Fig. 1: sizing map
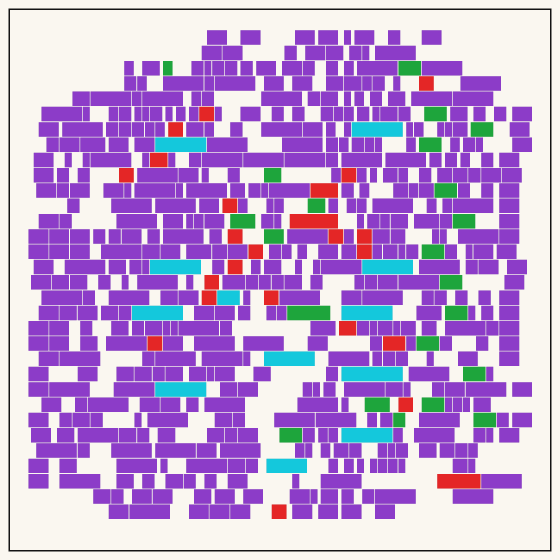
Fig. 2: cell outlines without signal wires
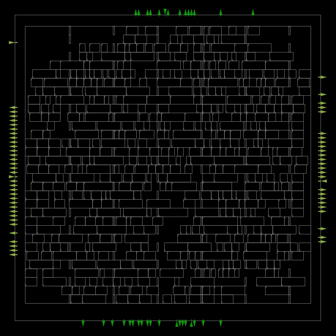
Fig. 3: signal wires by layer
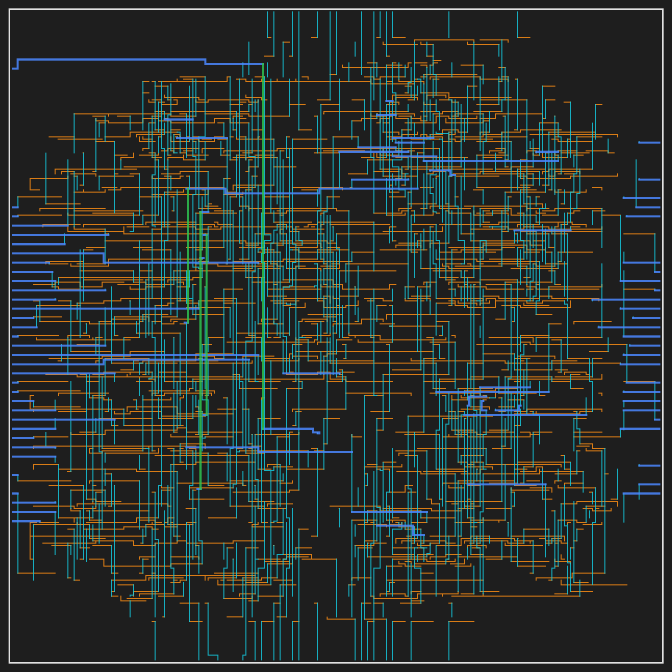
Fig. 4: placed cells, one color a class
Fill, decap, tap and diode cells in gray.
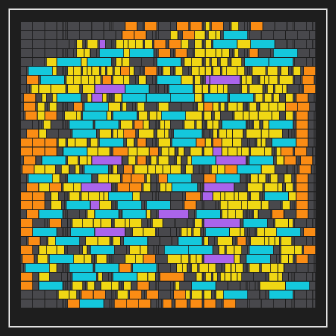
$ cat config.mk
export PLATFORM = sky130hd
export DESIGN_NAME = pipeline_sequencer
export DESIGN_NICKNAME = d
export VERILOG_FILES = /design/src/rtl/pipeline_sequencer.sv
export SDC_FILE = /design/constraint.sdc
export NUM_CORES = 1
export LEC_CHECK = 0
export CORE_MARGIN = 3
export CORE_UTILIZATION = 50
export CTS_BUF_LIST = sky130_fd_sc_hd__clkbuf_16
export DETAILED_ROUTE_END_ITERATION = 12
export HOLD_SLACK_MARGIN = 0.02
export PLACE_DENSITY = 0.8
export SYNTH_ARGS = -nofsm -noshare
export SYNTH_HDL_FRONTEND = slang
export SYNTH_SLANG_ARGS = --single-unit
$ cat constraint.sdc
create_clock -name clk -period 2.2 [get_ports clk]
set_input_delay 0.22 -clock clk [delete_from_list [all_inputs] [get_ports clk]]
set_output_delay 0.22 -clock clk [all_outputs]
set_load 0.01 [all_outputs]
$ cat src/rtl/pipeline_sequencer.sv
// Five-stage pipeline control: stall/flush arbitration, per-stage valid and tag
// tracking, halt drain and retire/stall statistics.
module pipeline_sequencer #(
    parameter int unsigned TAG_MAX = 71,
    parameter int unsigned TAG_W   = 7
) (
    input  logic             clk,
    input  logic             rst,
    input  logic             mem_busy,
    input  logic             ld_use,
    input  logic             br_taken,
    input  logic             halt_id,
    output logic             pc_en,
    output logic             if_id_en,
    output logic             id_ex_en,
    output logic             ex_mem_en,
    output logic             if_flush,
    output logic             id_flush,
    output logic             v_if,
    output logic             v_id,
    output logic             v_ex,
    output logic             v_mem,
    output logic             v_wb,
    output logic [TAG_W-1:0] tag_if,
    output logic [TAG_W-1:0] tag_id,
    output logic [TAG_W-1:0] tag_ex,
    output logic [TAG_W-1:0] tag_mem,
    output logic [TAG_W-1:0] tag_wb,
    output logic             retire,
    output logic [TAG_W-1:0] retire_tag,
    output logic [15:0]      retired_cnt,
    output logic [15:0]      stall_cnt,
    output logic             done
);

    typedef enum logic [1:0] {RUN, DRAIN, DONE} state_t;

    state_t state_q, state_d;

    logic             vi_q, vd_q, ve_q, vm_q, vw_q;
    logic [TAG_W-1:0] ti_q, td_q, te_q, tm_q, tw_q, halt_tag_q;
    logic [15:0]      ret_q, stall_q;

    logic stall_busy, stall_ld, do_halt, do_br;
    logic pc_en_c, if_id_c, id_ex_c, ex_mem_c, if_flush_c, id_flush_c;
    logic [TAG_W-1:0] ti_next;

    assign ti_next = (ti_q == TAG_W'(TAG_MAX)) ? '0 : ti_q + 1'b1;

    always_comb begin
        state_d    = state_q;
        stall_busy = 1'b0;
        stall_ld   = 1'b0;
        do_halt    = 1'b0;
        do_br      = 1'b0;
        pc_en_c    = 1'b0;
        if_id_c    = 1'b0;
        id_ex_c    = 1'b0;
        ex_mem_c   = 1'b0;
        if_flush_c = 1'b0;
        id_flush_c = 1'b0;
        if (state_q != DONE) begin
            stall_busy = mem_busy;
            stall_ld   = !mem_busy && vd_q && ld_use;
            // Halt outranks a simultaneous branch: nothing younger than HLT may run.
            do_halt    = !mem_busy && !stall_ld && vd_q && halt_id && (state_q == RUN);
            do_br      = !mem_busy && !stall_ld && !do_halt && vd_q && br_taken;
            if (stall_ld) begin
                id_ex_c    = 1'b1;
                ex_mem_c   = 1'b1;
                id_flush_c = 1'b1;
            end else if (!mem_busy) begin
                pc_en_c    = (state_q == RUN) && !do_halt;
                if_id_c    = 1'b1;
                id_ex_c    = 1'b1;
                ex_mem_c   = 1'b1;
                if_flush_c = do_halt || do_br;
            end
            if (do_halt) state_d = DRAIN;
            if ((state_q == DRAIN) && vw_q && (tw_q == halt_tag_q)) state_d = DONE;
        end
    end

    always_ff @(posedge clk) begin
        if (rst) begin
            state_q    <= RUN;
            vi_q       <= 1'b1;
            vd_q       <= 1'b0;
            ve_q       <= 1'b0;
            vm_q       <= 1'b0;
            vw_q       <= 1'b0;
            ti_q       <= '0;
            td_q       <= '0;
            te_q       <= '0;
            tm_q       <= '0;
            tw_q       <= '0;
            halt_tag_q <= '0;
            ret_q      <= '0;
            stall_q    <= '0;
        end else begin
            state_q <= state_d;
            vw_q    <= ex_mem_c ? vm_q : 1'b0;
            if (ex_mem_c) begin
                tw_q <= tm_q;
                vm_q <= ve_q;
                tm_q <= te_q;
            end
            if (id_ex_c) begin
                ve_q <= vd_q & ~id_flush_c;
                te_q <= td_q;
            end
            if (if_id_c) begin
                vd_q <= vi_q & ~if_flush_c;
                td_q <= ti_q;
            end
            if (do_halt || state_q == DRAIN) begin
                vi_q <= 1'b0;
            end else if (pc_en_c && vi_q) begin
                ti_q <= ti_next;
            end
            if (do_halt) halt_tag_q <= td_q;
            // Entering DONE overrides the stage moves above.
            if (state_d == DONE) begin
                vi_q <= 1'b0;
                vd_q <= 1'b0;
                ve_q <= 1'b0;
                vm_q <= 1'b0;
                vw_q <= 1'b0;
            end
            if (vw_q && ret_q != '1) ret_q <= ret_q + 1'b1;
            if ((stall_busy || stall_ld) && stall_q != '1) stall_q <= stall_q + 1'b1;
        end
    end

    assign pc_en       = pc_en_c    & ~rst;
    assign if_id_en    = if_id_c    & ~rst;
    assign id_ex_en    = id_ex_c    & ~rst;
    assign ex_mem_en   = ex_mem_c   & ~rst;
    assign if_flush    = if_flush_c & ~rst;
    assign id_flush    = id_flush_c & ~rst;
    assign v_if        = vi_q & ~rst;
    assign v_id        = vd_q & ~rst;
    assign v_ex        = ve_q & ~rst;
    assign v_mem       = vm_q & ~rst;
    assign v_wb        = vw_q & ~rst;
    assign tag_if      = rst ? '0 : ti_q;
    assign tag_id      = rst ? '0 : td_q;
    assign tag_ex      = rst ? '0 : te_q;
    assign tag_mem     = rst ? '0 : tm_q;
    assign tag_wb      = rst ? '0 : tw_q;
    assign retire      = v_wb;
    assign retire_tag  = tag_wb;
    assign retired_cnt = rst ? '0 : ret_q;
    assign stall_cnt   = rst ? '0 : stall_q;
    assign done        = (state_q == DONE) && !rst;

endmodule
==> results_dict.tcl <==
# place-and-route summary
set metrics [dict create \
    critical_path_origin "state_q[1]$_SDFF_PP0_" \
    switchingPower_mw 0.798 \
    antenna_cells_inserted 0 \
    critical_path.slowest_cell "sky130_fd_sc_hd__clkdlybuf4s50_1" \
    drv_cap 0 \
    detail_route.wirelength_mm 10.2 \
    timing.reg2reg.worst_path_depth 5 \
    final_layout_top_logic_cell "sky130_fd_sc_hd__clkdlybuf4s50_1" \
    yosysUniqueCellTypes 52 \
    yosys-top-cells-area "sky130_fd_sc_hd__dfxtp_1 40%, sky130_fd_sc_hd__nor2b_1 11%, sky130_fd_sc_hd__o22a_1 4.5%" \
    ys_seq_elements 81 \
    crit-reg2reg-launch "stall_q[0]$_SDFFE_PP0P_" \
    power_density_nw_per_um2 621 \
    cts.path.max_buffers 2 \
    critical_path.endpoint_type "output port" \
    vias_per_cell 5.63 \
    dp_hpwl_mm 7.07 \
    setup_violations 0 \
    wl_per_cell_um 15.5 \
    chip_area_sq_um 9220 \
    avgSynthCellArea_sq_um 8.77 \
    crit_arrival_ns 1.89 \
    postSynthSeqShare 0.400 \
    cts_setup_buffers 0 \
    first_iter_violations 202 \
    hold_path_end "halt_tag_q[2]$_SDFFE_PP0P_" \
    hold_violations 0 \
    cts_resized 3 \
    finalHoldWorstSlack_ns 0.304 \
    ys.flop_type "sky130_fd_sc_hd__dfxtp_1" \
    drive_above_1_share 0.105 \
    run_status "completed" \
    cts_tree "built" \
    p_int_mw 2.55 \
    cts-root-buf "sky130_fd_sc_hd__clkbuf_16" \
    postSynthCellCount 462 \
    synth_top_cell_by_area "sky130_fd_sc_hd__dfxtp_1" \
    vdd_drop_max_mv 0.410 \
    fin_tns_setup_ns 0 \
    tightestPinTransition_ns 0.601 \
    hold_path_depth 2 \
    core.rowCount 32 \
    grt.overflow.total 0 \
    die_height_um 96.0 \
    critPathCapture "if_id_en" \
    grt_max_degree 54 \
    worstSkewPairLatency_ns 0.33 \
    worst-path-max-fanout 5 \
    crit-reg2reg-capture "stall_q[3]$_SDFFE_PP0P_" \
    pwr-share-comb 0.099 \
    grt_pass1_vias 3475 \
    yosys.stat.chipArea_sq_um 4050 \
    relSlewSlack 0.594 \
    worstPathBufferInverterCount 1 \
    max_freq_mhz 475 \
    grt_antenna_before_repair 0 \
    slowest_delay_ns 0.57 \
    critical_path.cell_chain "nor2b_2 > a211oi_2 > and2_1 > clkdlybuf4s50_1" \
    timing.critical_path.required_ns 1.98 \
    setup_repair_after_global_routing_missed_its_margin "false" \
    worst_case_register_to_register_setup_slack_ns 0.34 \
    drt.antenna.violating_nets 0 \
    power.sequential.fraction 0.462 \
    post-route-drc-count 0 \
    lay_top_cells "89 x sky130_fd_sc_hd__clkdlybuf4s50_1, 79 x sky130_fd_sc_hd__dfxtp_1, 71 x sky130_fd_sc_hd__nor2b_1" \
    final_nets 556 \
    grt_first_pass_wirelength_mm 16.7 \
    fin_crit_ns 2.11 \
    p_sw_frac 0.238 \
]
-- Fig. 1 (at the start) --
- purple: x1 and smaller (cells 494; share 89%)
- green: x2 (cells 22; share 4.0%)
- cyan: x6 and larger (cells 12; share 2.2%)
- red: x3 and x4 (cells 24; share 4.3%)
count of non-CTS buffers in the layout: 109
post-route cell area: 5400 sq um
synthesis-to-finish area growth: 33.2%
setup slack after layout: 0.0948 ns

-- Fig. 2 (at the start) --
placeable core region: 7810 sq um
layout filler cell count: 630
proportion of cell area occupied by registers: 0.301

-- Fig. 3 (at the start) --
- green: M4 (wire length 141 um)
- blue: M3 (wire length 717 um)
- orange: M1 (wire length 4480 um)
- cyan: M2 (wire length 4830 um)

-- Fig. 4 (at the start) --
- cyan: sequential cells (cells 81; share of their area 31%)
- purple: clock drivers and dummy loads (cells 16; share of their area 5.6%)
- orange: remaining buffers and delay cells (cells 109; share of their area 20%)
- yellow: remaining logic cells (cells 346; share of their area 43%)

synthesized netlist by cell type (2+ instances only):
master                     count
sky130_fd_sc_hd__a31oi_1       7
sky130_fd_sc_hd__and4_1        6
sky130_fd_sc_hd__mux2i_1      16
sky130_fd_sc_hd__ha_1          3
sky130_fd_sc_hd__o31ai_1       4
sky130_fd_sc_hd__nor2b_1      72
sky130_fd_sc_hd__a21oi_1      15
sky130_fd_sc_hd__o41ai_1       5
sky130_fd_sc_hd__or4_1         4
sky130_fd_sc_hd__dfxtp_1      81
sky130_fd_sc_hd__nand3_1      19
sky130_fd_sc_hd__inv_1        10
sky130_fd_sc_hd__buf_2         2
sky130_fd_sc_hd__buf_4         9
sky130_fd_sc_hd__nor2_1       39
sky130_fd_sc_hd__nor3b_1       3
sky130_fd_sc_hd__a211oi_1      2
sky130_fd_sc_hd__or3_1         7
sky130_fd_sc_hd__nand4_1       9
sky130_fd_sc_hd__mux2_2       14
sky130_fd_sc_hd__nand2_1      15
sky130_fd_sc_hd__and3_1        4
sky130_fd_sc_hd__and2_1        8
sky130_fd_sc_hd__buf_1         3
sky130_fd_sc_hd__clkbuf_1     21
sky130_fd_sc_hd__xnor2_1       7
sky130_fd_sc_hd__o22a_1       21
sky130_fd_sc_hd__nor3_1       17
sky130_fd_sc_hd__o21ai_0      11
sky130_fd_sc_hd__nand2b_1      3
sky130_fd_sc_hd__nor4_1        4
layer usage:
layer,wire (um),global-route usage,vias up,share of wire
li1,-,-,1830,-
met1,4480,0.298,1722,0.44
met2,4830,0.362,121,0.47
met3,716,0.0672,9,0.070
met4,140,0.0924,0,0.014
met5,0,0,-,0
layout make-up:
| class | instances | area [sq um] |
|---|---|---|
| Fill cell | 630 | 2410 |
| Sequential cell | 81 | 1630 |
| Timing Repair Buffer | 109 | 1070 |
| Clock buffer | 9 | 225 |
| Inverter | 10 | 37.5 |
| Tap cell | 102 | 128 |
| Clock inverter | 7 | 71.3 |
| Multi-Input combinational cell | 336 | 2240 |
through the flow:
step           cells  power (mW)  area [sq um]   util  setup slack (ns)
3_3_place_gp     638        1.90          5070  0.650            0.0856
6_report         654        3.35          5400  0.691            0.0948
3_5_place_dp     638        1.91          5070  0.650            0.0570
4_1_cts          654        3.37          5370  0.688            0.0110
2_1_floorplan    462        1.77          4050      -             0.319
5_1_grt          654        3.49          5400  0.691            0.0224
worst reg2reg max path: cells and delay by family (launching register included):
family          cells  cell delay, ns
compound gates      1            0.32
simple gates        2            0.47
flops               1            0.35
mux                 1            0.36
fa+ha+maj           1            0.24
kinds of logic after synthesis:
| family | share of synthesized area |
|---|---|
| XOR/XNOR | 0.0173 |
| multiplexers | 0.0784 |
| AND/OR/NAND/NOR | 0.312 |
| adder cells (fa/ha/maj) | 0.00926 |
| buffers and inverters | 0.0506 |
| flip-flops | 0.400 |
| AND-OR/OR-AND | 0.132 |
power groups by stage:
stage | Sequential (mW) | Clock (mW) | Combinational [mW]
after global placement | 1.58 | 0 | 0.324
after global routing | 1.55 | 1.57 | 0.363
final | 1.55 | 1.47 | 0.332
after floorplan | 1.57 | 0 | 0.208
after detailed placement | 1.58 | 0 | 0.329
after CTS | 1.55 | 1.49 | 0.332
Power and IR drop assume default switching activity.
